**config.mk**
```make
export PLATFORM = sky130hd
export DESIGN_NAME = alu_result_stage
export DESIGN_NICKNAME = d
export VERILOG_FILES = /design/src/rtl/alu_result_stage.sv
export SDC_FILE = /design/constraint.sdc
export NUM_CORES = 1
export LEC_CHECK = 0
export CORE_UTILIZATION = 27
export CTS_CLUSTER_DIAMETER = 100
export DETAILED_ROUTE_END_ITERATION = 7
export PLACE_DENSITY = 0.62
export SYNTH_ARGS = -nofsm -noshare
export SYNTH_HDL_FRONTEND = slang
export SYNTH_SLANG_ARGS = --single-unit
```
**constraint.sdc**
```tcl
create_clock -name clk -period 2.09 [get_ports clk]
set_input_delay 0.3135 -clock clk [delete_from_list [all_inputs] [get_ports clk]]
set_output_delay 0.3135 -clock clk [all_outputs]
set_load 0.05 [all_outputs]
```
**src/rtl/alu_result_stage.sv**
```systemverilog
// Registered result stage behind the BreadBoard ALU: valid/ready capture, sticky error,
// accepted-result counter and a 4-digit multiplexed seven-segment driver.
module alu_result_stage #(
    parameter int DATA_W   = 32,
    parameter int SCAN_DIV = 16,
    parameter int CNT_W    = 16
) (
    input  logic              clk,
    input  logic              rst,
    input  logic              in_valid,
    output logic              in_ready,
    input  logic [DATA_W-1:0] in_result,
    input  logic              in_error,
    input  logic [3:0]        in_op_code,
    output logic              out_valid,
    input  logic              out_ready,
    output logic [DATA_W-1:0] out_result,
    output logic              out_error,
    output logic [3:0]        out_op_code,
    input  logic              err_clear,
    output logic              err_sticky,
    output logic [CNT_W-1:0]  result_count,
    output logic [6:0]        seg,
    output logic [3:0]        digit_en
);
    localparam int PRE_W = $clog2(SCAN_DIV);
    localparam logic [PRE_W-1:0] PRE_LAST = PRE_W'(SCAN_DIV - 1);

    logic              out_valid_reg;
    logic [DATA_W-1:0] out_result_reg;
    logic              out_error_reg;
    logic [3:0]        out_op_code_reg;
    logic              err_sticky_reg;
    logic [CNT_W-1:0]  result_count_reg;
    logic [15:0]       hold_reg;
    logic [PRE_W-1:0]  prescaler_reg;
    logic [1:0]        digit_idx_reg;

    logic       accept;
    logic       op_supported;
    logic       err_next;
    logic [3:0] nibble;

    assign in_ready = !out_valid_reg || out_ready;
    assign accept   = in_valid && in_ready;

    always_comb begin
        op_supported = 1'b0;
        case (in_op_code)
            4'd0, 4'd1, 4'd2, 4'd4, 4'd8: op_supported = 1'b1;
            default:                      op_supported = 1'b0;
        endcase
    end

    // Unsupported op codes still pass their result through, but are reported as errors.
    assign err_next = in_error || !op_supported;

    always_ff @(posedge clk or posedge rst) begin
        if (rst) begin
            out_valid_reg    <= 1'b0;
            out_result_reg   <= '0;
            out_error_reg    <= 1'b0;
            out_op_code_reg  <= 4'd0;
            err_sticky_reg   <= 1'b0;
            result_count_reg <= '0;
            hold_reg         <= 16'd0;
            prescaler_reg    <= '0;
            digit_idx_reg    <= 2'd0;
        end else begin
            if (accept) begin
                out_valid_reg    <= 1'b1;
                out_result_reg   <= in_result;
                out_error_reg    <= err_next;
                out_op_code_reg  <= in_op_code;
                result_count_reg <= result_count_reg + CNT_W'(1);
                hold_reg         <= in_result[15:0];
            end else if (out_ready) begin
                out_valid_reg <= 1'b0;
            end

            // A new error outranks a simultaneous clear request.
            if (accept && err_next)
                err_sticky_reg <= 1'b1;
            else if (err_clear)
                err_sticky_reg <= 1'b0;

            if (prescaler_reg == PRE_LAST) begin
                prescaler_reg <= '0;
                digit_idx_reg <= digit_idx_reg + 2'd1;
            end else begin
                prescaler_reg <= prescaler_reg + PRE_W'(1);
            end
        end
    end

    function automatic logic [6:0] hex_glyph(input logic [3:0] v);
        case (v)
            4'h0: hex_glyph = 7'h3F;
            4'h1: hex_glyph = 7'h06;
            4'h2: hex_glyph = 7'h5B;
            4'h3: hex_glyph = 7'h4F;
            4'h4: hex_glyph = 7'h66;
            4'h5: hex_glyph = 7'h6D;
            4'h6: hex_glyph = 7'h7D;
            4'h7: hex_glyph = 7'h07;
            4'h8: hex_glyph = 7'h7F;
            4'h9: hex_glyph = 7'h6F;
            4'hA: hex_glyph = 7'h77;
            4'hB: hex_glyph = 7'h7C;
            4'hC: hex_glyph = 7'h39;
            4'hD: hex_glyph = 7'h5E;
            4'hE: hex_glyph = 7'h79;
            default: hex_glyph = 7'h71;
        endcase
    endfunction

    assign nibble = hold_reg[{digit_idx_reg, 2'b00} +: 4];
    assign seg    = err_sticky_reg ? 7'h79 : hex_glyph(nibble);

    for (genvar gi = 0; gi < 4; gi++) begin : g_digit_en
        assign digit_en[gi] = (digit_idx_reg == 2'(gi));
    end

    assign out_valid    = out_valid_reg;
    assign out_result   = out_result_reg;
    assign out_error    = out_error_reg;
    assign out_op_code  = out_op_code_reg;
    assign err_sticky   = err_sticky_reg;
    assign result_count = result_count_reg;
endmodule
```
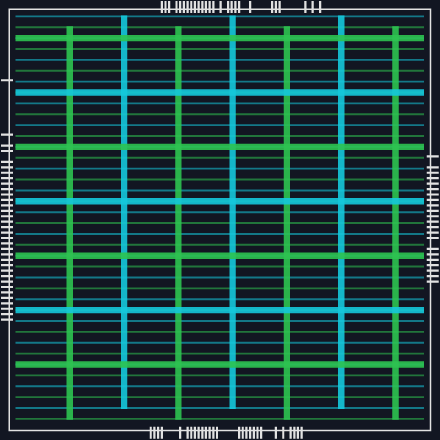
**Above:** run 1 (power grid).
Scale: 4 px per um. Pins as bars on the die edge.
VDD: drawn in cyan. VSS: drawn in green.
7 straps on met4. The core has 37 rows.
die outline height: 105 um
VDD IR max: 558 uV
core box area: 10,300 um2
width of the die: 105 um

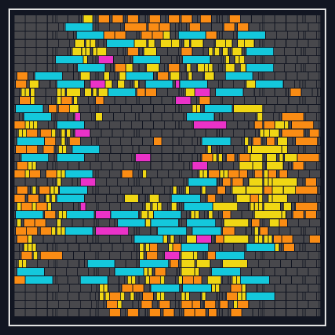
**Above:** run 1 (cell classes on the final placement).
Scale: 3 px per um. Fill, decap, tap and diode cells in grey.
clock drivers and dummy loads: drawn in magenta, cells 16, share of their area 5.0%. remaining buffers and delay cells: drawn in orange, cells 137, share of their area 31%. sequential cells: drawn in cyan, cells 61, share of their area 34%. combinational and other logic: drawn in yellow, cells 218, share of their area 30%.

==> results.txt, run 1 <==
Reports from this run.

- Sorting the Yosys area breakdown by cell type puts at the top sky130_fd_sc_hd__dfrtp_1.
- The final timing report counts setup violations totalling 7.
- The layout has 1,003 filler cells.
- The quantity of hold-fixing buffers added after cts reads 0.
- The cell count of the worst reg-to-reg path reads 5.
- The final critical-path share of the clock period reads 125%.
- The most critical setup path has its startpoint at digit_idx_reg[0]$_DFFE_PP0N_.
- Summing all multi-input logic gate instances after layout gives 1320 um2.
- For this run, the script counts the antenna cells in the layout as 0.
- The final worst-path setup slack is -519 ps.
- The total routing usage reported by global routing reads 14.7%.
- The number of vias per cell is 4.33.
- The maximum count of clock buffers along a single path is 2.
- The cell type group with the largest total delay on the critical path is multiplexers.
- Among all cell classes, the greatest summed area belongs to registers.
- The worst hold slack across all endpoints is about 350 ps.
- The flow ran to the end, but the final reports show violations.
- The clock distribution area overhead in the final layout reads 4.81%.
- The power density over the cells is 931 nW/um2.
- The commonest cells after synthesis are sky130_fd_sc_hd__nand2_1, sky130_fd_sc_hd__dfrtp_1, sky130_fd_sc_hd__ha_1.
- The final reports fail on setup timing.
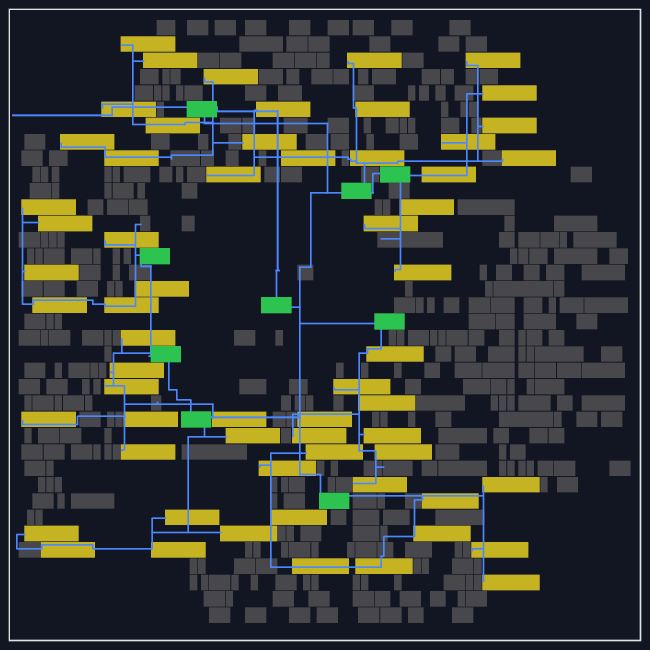
**Above:** run 1 (clock network drawn from the DEF).
Scale: 6 px per um.
flip-flops: drawn in yellow, count 61. clock drivers: drawn in green, count 9. clock wires: drawn in blue, length 880 um.
There are 10 routed clock nets.
clock network fraction of total power: 27.2%
final setup skew: 10.5 ps

## Run 2: what changed since run 1
--- a/config.mk
+++ b/config.mk
@@ -8,7 +8,8 @@
 export CORE_UTILIZATION = 27
 export CTS_CLUSTER_DIAMETER = 100
 export DETAILED_ROUTE_END_ITERATION = 7
-export PLACE_DENSITY = 0.62
+export DONT_BUFFER_PORTS = 1
+export PLACE_DENSITY = 0.48
 export SYNTH_ARGS = -nofsm -noshare
 export SYNTH_HDL_FRONTEND = slang
 export SYNTH_SLANG_ARGS = --single-unit
==> constraint.sdc (replaced) <==
create_clock -name clk -period 2.09 [get_ports clk]
set_input_delay 0.418 -clock clk [delete_from_list [all_inputs] [get_ports clk]]
set_output_delay 0.418 -clock clk [all_outputs]
set_load 0.05 [all_outputs]
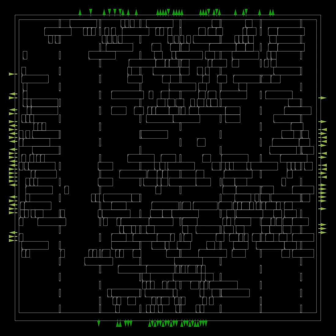
**Above:** run 2 (cell outlines without signal wires).
utilization after layout: 36.4%
number of tap cells added at floorplan: 136
tally of non-filler cells in the final layout: 481
register share of the cell area: 41.4%

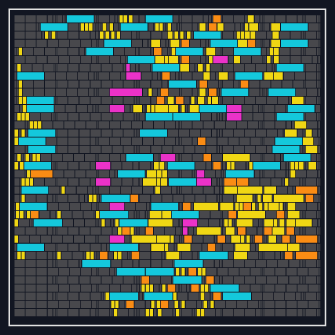
**Above:** run 2 (cell classes on the final placement).
Scale: 3 px per um. Fill, decap, tap and diode cells in grey.
clock drivers and dummy loads: drawn in magenta, cells 16, share of their area 5.9%. combinational and other logic: drawn in yellow, cells 218, share of their area 39%. remaining buffers and delay cells: drawn in orange, cells 50, share of their area 12%. sequential cells: drawn in cyan, cells 61, share of their area 43%.

==> run 2 against run 1 <==
Net effect:
- the run ends with hold timing, setup timing left
- combinational power fell by 28%
- area after synthesis is the same
- worst setup slack worse by 100 ps
- sequential power grew about 10%
- routed wire length fell by 11%
- register-to-register slack better by 20 ps
- die area unchanged
- non-clock buffer count decreased by 87
- critical endpoint unchanged
==> results.txt, run 2 <==
Reports from this run.

- The library cell with the highest instance count after synthesis reads sky130_fd_sc_hd__nand2_1.
- According to the timing report, the critical path is launched from digit_idx_reg[0]$_DFFE_PP0N_.
- The post-placement cell count is 463.
- The cell class ranked first by area reads registers.
- The maximum vdd ir drop is 348 uV (-38%).
- The count of unique library cells instantiated by Yosys is 35.
- The clock share of power was 27.8% (+0.6 points).
- For reference, the top cells by count after synthesis are sky130_fd_sc_hd__nand2_1, sky130_fd_sc_hd__dfrtp_1, sky130_fd_sc_hd__ha_1.
- The horizontal die dimension is 105 um (unchanged).
- The setup-violating endpoint count in the final report reads 7 (unchanged).
- The post-route clock skew is 6.99 ps (-3.55 ps).
- The critical path data arrival time is between 2000 and 2500 ps.
- Sequential cells were found to cover 53.3% of the synthesized design area.
- The maximum count of clock buffers along a single path came to 2 (unchanged).
- The number of antenna violations at the first check in global routing is 0.
- The final critical-path share of the clock period is 130% (+4.9 points).
- The power density over the cells is 1060 nW/um2 (+14%).
- The number of vias per cell was 4.38 (+1.2%).
- The final count of hold timing violations is 4.
- The clock latency on the worst-skew pair reads 340 ps.
- The cell count of the worst reg-to-reg path reads 5 (unchanged).
- The area of the multi-input gates is 1340 um2 (+1.3%).
- The worst hold slack across all endpoints reads -8.79 ps (-363 ps).
- The number of diodes added for antenna fixing is 0 (unchanged).
- The most used flip-flop cell reads sky130_fd_sc_hd__dfrtp_1.
- The run finished, with violations left.
- The filler cell count in the final layout was 1,074 (+7.1%).
- The vertical die size is 105 um (unchanged).
- The final reports fail on hold timing, setup timing.
- For this run, global-route usage on met1 was measured as 15.5%.
- The final worst-path setup slack reads -622 ps (-103 ps).
- The cell type group with the largest total delay on the critical path is multiplexers.
- The maximum fanout count along the critical path is 5.
- The largest area contributor in the synthesized netlist reads sky130_fd_sc_hd__dfrtp_1.
- The clock sink count reads 61.
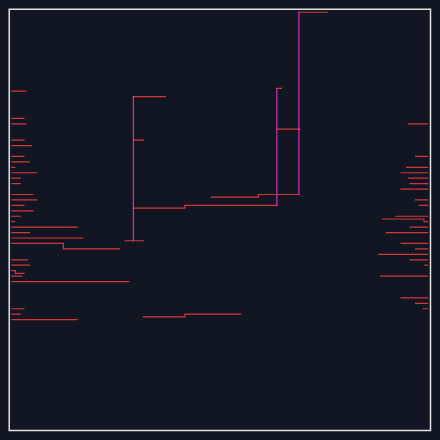
**Above:** run 2 (signal wires by layer).
Scale: 4 px per um. Two of the layers only.
metal 3: drawn in red, wire length 429 um. metal 4: drawn in magenta, wire length 111 um.
routed length per instance: 14.0 um
gr usage total: 13.2%

## Run 3: what changed since run 2
--- a/config.mk
+++ b/config.mk
@@ -5,11 +5,13 @@
 export SDC_FILE = /design/constraint.sdc
 export NUM_CORES = 1
 export LEC_CHECK = 0
+export ABC_CLOCK_PERIOD_IN_PS = 2090
 export CORE_UTILIZATION = 27
 export CTS_CLUSTER_DIAMETER = 100
+export CTS_CLUSTER_SIZE = 14
 export DETAILED_ROUTE_END_ITERATION = 7
 export DONT_BUFFER_PORTS = 1
-export PLACE_DENSITY = 0.48
+export PLACE_DENSITY_LB_ADDON = 0.25
 export SYNTH_ARGS = -nofsm -noshare
 export SYNTH_HDL_FRONTEND = slang
 export SYNTH_SLANG_ARGS = --single-unit
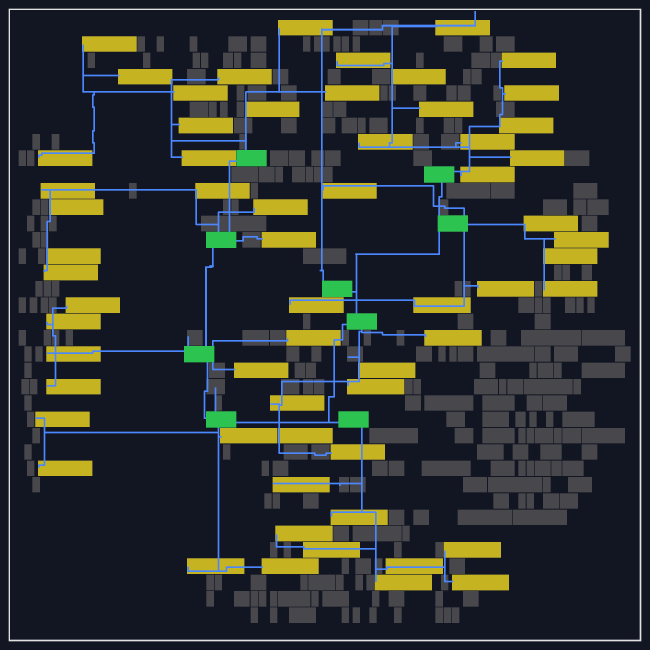
**Above:** run 3 (clock network drawn from the DEF).
Scale: 6 px per um.
clock drivers: drawn in green, count 9. flip-flops: drawn in yellow, count 61. clock wires: drawn in blue, length 916 um.
Position of the flops: all over the die. There are 10 routed clock nets.
Latency at later pin: 330 ps
final setup skew: 10.7 ps
power of the clock network: 1030 uW

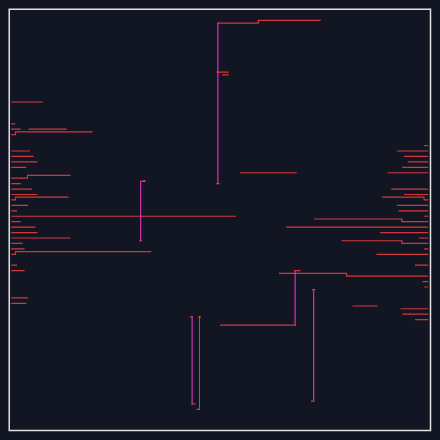
**Above:** run 3 (signal wires by layer).
Scale: 4 px per um. Two of the layers only.
metal 3: drawn in red, wire length 566 um. metal 4: drawn in magenta, wire length 142 um.
gr usage total: 14.0%
total wire length: 7190 um

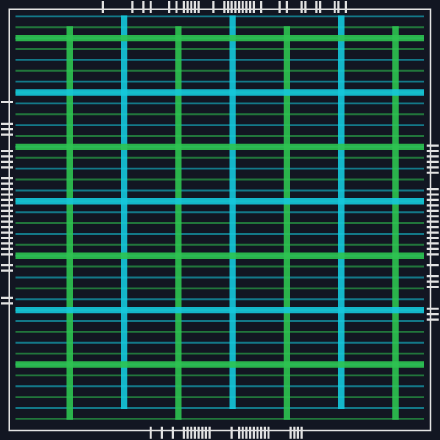
**Above:** run 3 (power grid).
Scale: 4 px per um. Pins as bars on the die edge.
VDD: drawn in cyan. VSS: drawn in green.
7 straps on met5. The core has 37 rows. 109 signal pins sit on the boundary.
VDD IR max: 321 uV

==> run 3 against run 2 <==
Net effect:
- the run ends with setup timing left
- routed wire length up 6.4%
- cell count up 0.21%
- design area up 0.27%
- core utilization up 0.097 points
- fmax up 0.40%
- via count up 3.5%
- clock-buffer cell count down 3
- register-to-register slack worse by 40 ps
- clock skew up 3.7 ps
- critical endpoint is now seg[5]
==> results.txt, run 3 <==
Reports from this run.

- The clock distribution area overhead in the final layout reads 5.11%.
- The number of vias per cell is 4.52 (+3.3%).
- The area of the multi-input gates is 1350 um2 (+0.75%).
- The clock sink count reads 61 (unchanged).
- The sequential cell count of the final layout reads 61.
- The cell count of the worst reg-to-reg path was 5 (unchanged).
- The count of unique library cells instantiated by Yosys is 35 (unchanged).
- The vertical die size is 105 um (unchanged).
- The filler cell count in the final layout came to 1,063 (-1.0%).
- By count the netlist is led by sky130_fd_sc_hd__nand2_1, sky130_fd_sc_hd__dfrtp_1, sky130_fd_sc_hd__ha_1.
- The top-level port count reads 109.
- The cell type group with the largest total delay on the critical path is multiplexers.
- The share of the synthesized area in the top cell type reads between 50% and 60%.
- The setup-violating endpoint count in the final report is 7 (unchanged).
- The number of diodes added for antenna fixing came to 0 (unchanged).
- The power density over the cells reads 1050 nW/um2 (-1.6%).
- The number of detailed-routing iterations run before antenna repair reads 4.
- The combinational power reads 1240 uW.
- The largest area contributor in the synthesized netlist reads sky130_fd_sc_hd__dfrtp_1.
- The number of cells upsized or downsized after cts is 17.
- The clock share of power came to 26.3% (-1.5 points).
- The met2 wire length reads roughly 3300 um.
- The final worst-path setup slack was -611 ps (+10.9 ps).
- The number of antenna violations at the first check in global routing is 0 (unchanged).
- The sequential fraction of the synthesis area came to 53.3% (unchanged).
- The utilization after layout was 36.5% (+0.097 points).
- The final cell count without fillers reads 482 (+0.21%).
- The fraction of area in registers is 41.3% (-0.11 points).
- The post-placement cell count reads 463 (unchanged).
- The critical path data arrival time reads 2280 ps (about the same).
- The average wire per standard cell came to 14.9 um (+6.2%).
- The final count of hold timing violations reads 0 (-4).
- The number of tap cells added at floorplan was 136 (unchanged).
- The checks that failed: setup timing.
- The setup slack of the worst register-to-register path reads about 470 ps.
- The worst hold slack across all endpoints is 61.0 ps (+69.8 ps).
- The most used flip-flop cell reads sky130_fd_sc_hd__dfrtp_1.
- The run finished, with violations left.
- The horizontal die dimension is 105 um (unchanged).
- For reference, the critical path is launched at digit_idx_reg[0]$_DFFE_PP0N_.
- By instance count, the leading cell after synthesis is sky130_fd_sc_hd__nand2_1.
Power figures rest on the tool's default switching activity, not on a simulated workload.
